### Routed clock nets over the placement

Drawn at 8 px/micron.
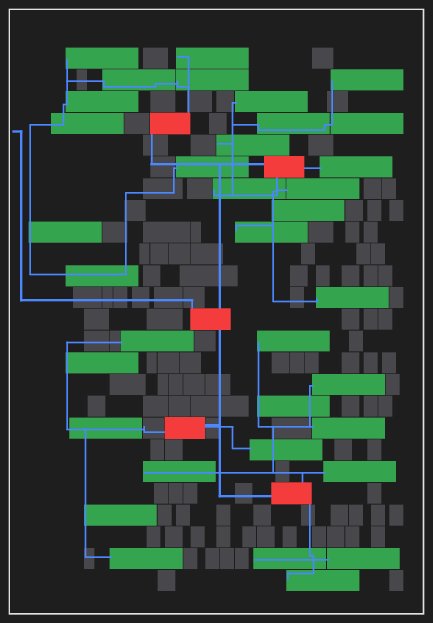
### Clock nets

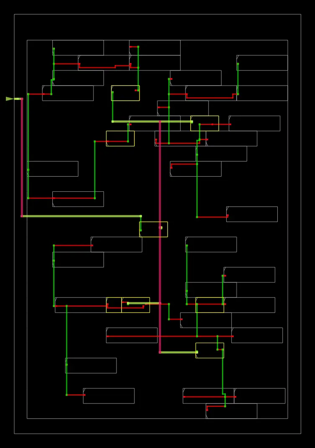
### Cells colored by class

Drawn at 4 px/micron. Fill, decap, tap and diode cells in gray.
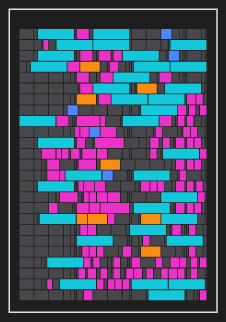
### Pin map

Drawn at 4 px/micron. Pins as bars across the die edge, other pins in gray.
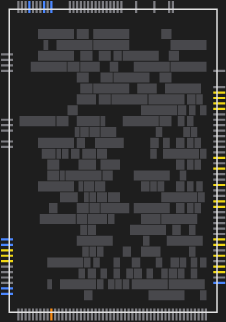
Design aw_vram_arbiter, sky130hd; sources not shown.
==> results.txt <==
outcome -> complete, no violations
Area leader share -> 0.469
Cells after Synth -> 184
hold crit path type -> register to register
top cells by count -> dfrtp_1, buf_4, a21oi_1, o21ai_0
switch share -> 0.435
grt ovf -> 0
Final Hold Vio Count -> 0
DR DRC count -> 0
post-layout power -> 1180 uW
Seq share, synth -> 0.469
register bit count reported by yosys -> 35
maximum vdd drop -> 324 uV
fraction of layout cells with a size suffix above 1 -> 0.131
yosys cell count -> 184
pwr dens -> 663 nW/um^2
period utilization -> 0.879
Syn. warnings -> 0
DRT Wirelength -> 4270 microns
DRT met1 WL -> 1560 microns
final net count -> 243
part of the power in registers -> 0.631
WHS Path Cells -> 0
Final Setup Violations -> 0
r2r setup slk -> 1.33 ns
most frequent cell after synthesis -> dfrtp_1
ao+oa area frac -> 0.224
Critical Path Start Type -> register
Top area cell types -> dfrtp_1, buf_4, a31oi_1, a21oi_1, o21ai_0
family with the most delay on the worst path -> simple AND/OR/NAND/NOR gates
critical path type -> register to output pin
Crit path depth -> 5
final setup TNS -> 0 ns
syn avg cell area -> 10.2 sq um
Post-Synth XOR/XNOR Area -> 0
diode count -> 0
Root Driver -> clkbuf_8
Layout area overhead -> -4.29%
htree depth -> 2
clk slew on worst S/H paths -> 0.07 ns
top sig layer -> met4
asr flop ratio synth -> 1.00
largest incremental delay on the critical path -> 0.57 ns
simple share -> 0.121
chip area -> 3890 sq um
Worst Path Required -> 2.38 ns
gpl congestion -> 0.763
global-route wire length before repair -> 6070 microns
DRT antenna net count -> 0
crit-path cells -> inv_1, ha_1, and3b_1, nor2_2, buf_4
MUX area fraction -> 0
Psw -> 516 uW
first drt pass iteration count -> 4
unrepaired setup endpoints after global routing -> no
adder share -> 0.0134
CP max FO -> 18
Post-Syn Area -> 1870 sq um
Crit. End Element -> output pin
IO Count -> 139
FF-to-FF path depth -> 6
Vias -> 1336
post-cts resize count -> 0
Main synth FF type -> dfrtp_1
CTS Hold Bufs -> 0
CTS tree -> built
WL met2 -> 2210 microns
Detailed Route Iter0 Violations -> 28
Comb pwr share -> 0.091
Slowest-stage cell, CP -> and3b_1
Slew @ Worst Pin -> 0.924 ns
Critical Path AT -> 1.97 ns
leakage power -> 0.000747 uW
Post-CTS Setup Bufs -> 0
Buf/Inv on CP -> 2
fin. max-slew vios -> 0
via count of the first global-routing pass -> 1245
largest net degree at the start of global routing -> 43
Pint -> 669 uW
Top non-seq family -> AND-OR/OR-AND gates
vias per cell -> 6.68
yosys stat area -> 1870 sq um
warning total across the stage logs -> 54
initial antenna violation count -> 0
dpl cell area -> 1680 sq um
clock share of power -> 0.278
top cell type by total area after synthesis -> dfrtp_1
CTS Buf Count -> 5
placed wire-length estimate -> 2960 microns
WL/cell -> 21.3 microns
Max-slew headroom -> 0.384
max FFs per register -> 17
global-route usage over all layers -> 0.219
# Max-Cap Violations -> 0
number of enable flip-flop cells -> 0
Tmin final -> 2.99 ns
met3 WL -> 420 microns
Cell Rows -> 25
Back to the opening pictures, 'Routed clock nets over the placement':
[clock-net drivers] red | count: 5
[flip-flops] green | count: 35
[clock wires] blue | length: 430 microns
routed clock nets: 6
flops lie: all over the die
Layout Skew: 0.00709 ns
clk ins delay skew pair: 0.28 ns
clk pwr: 329 uW

Back to the opening pictures, 'Clock nets':
layout clock buffer count: 7
Num Clock Sinks: 35

Back to the opening pictures, 'Cells colored by class':
[registers] cyan | cells: 35 | share of their area: 50%
[remaining logic cells] magenta | cells: 112 | share of their area: 41%
[remaining buffers and delay cells] blue | cells: 5 | share of their area: 2.2%
[clock drivers and dummy loads] orange | cells: 8 | share of their area: 6.0%
fin area: 1790 sq um
total core area: 3190 sq um

Back to the opening pictures, 'Pin map':
[copy_rvalid] orange | pins: 1 | direction: output | edge: south
[mem_addr] yellow | pins: 17 | direction: output | edge: 14 east, 3 west
[draw_rdata] blue | pins: 8 | direction: output | edge: 4 west, 3 north, 1 east
all pins by edge: 52 south, 38 east, 29 north, 20 west
die x size: 51.6 microns
IO Port Bufs: 0
Die H: 75.4 microns

worst reg2reg max path, stage by stage (launching register included):
cell and delay (ns):
dfrtp_1 0.42, inv_1 0.10, ha_1 0.27, and3b_1 0.57, nor2_2 0.08, buf_4 0.26
a31o_2 0.28
area by class of cell:
cell class	count	area (sq um)
clock buffers	7	96.3
clock inverters	1	7.51
fillers	292	1400
inverters	5	23.8
multi-input cells	107	697
flip-flops and latches	35	876
well taps	40	50.0
repair buffers	5	37.5
metrics by stage:
step / hold slack [ns] / utilization / worst slack [ns] / std cells
2_1_floorplan: 0.331 / - / 0.378 / 185
4_1_cts: 0.352 / 0.560 / 0.404 / 200
3_3_place_gp: 0.334 / 0.528 / 0.581 / 192
3_5_place_dp: 0.336 / 0.528 / 0.545 / 192
6_report: 0.349 / 0.560 / 0.411 / 200
5_1_grt: 0.364 / 0.560 / 0.297 / 200
per-layer routing:
metal / track usage / vias up
met2: 0.356 / 87
met1: 0.236 / 647
met4: 0.0906 / 0
li1: - / 590
met5: - / -
met3: 0.0902 / 12
power by group through the flow:
stage / clock (uW) / sequential [uW] / combinational (uW)
2_1_floorplan: 0 / 747 / 230
3_3_place_gp: 0 / 755 / 102
3_5_place_dp: 0 / 756 / 108
4_1_cts: 341 / 747 / 108
5_1_grt: 359 / 752 / 117
6_report: 329 / 747 / 108
placed cells by master (no fill, tap or decap), types with 4 or more instances in the layout:
| cell | count |
|---|---|
| dfrtp_1 | 35 |
| o21ai_0 | 18 |
| nand3_1 | 17 |
| a21oi_1 | 17 |
| a31oi_1 | 17 |
| a22o_1 | 8 |
| clkbuf_8 | 7 |
| buf_4 | 5 |
| inv_1 | 4 |
No activity file was given, so power comes from the tool's default toggle rates.
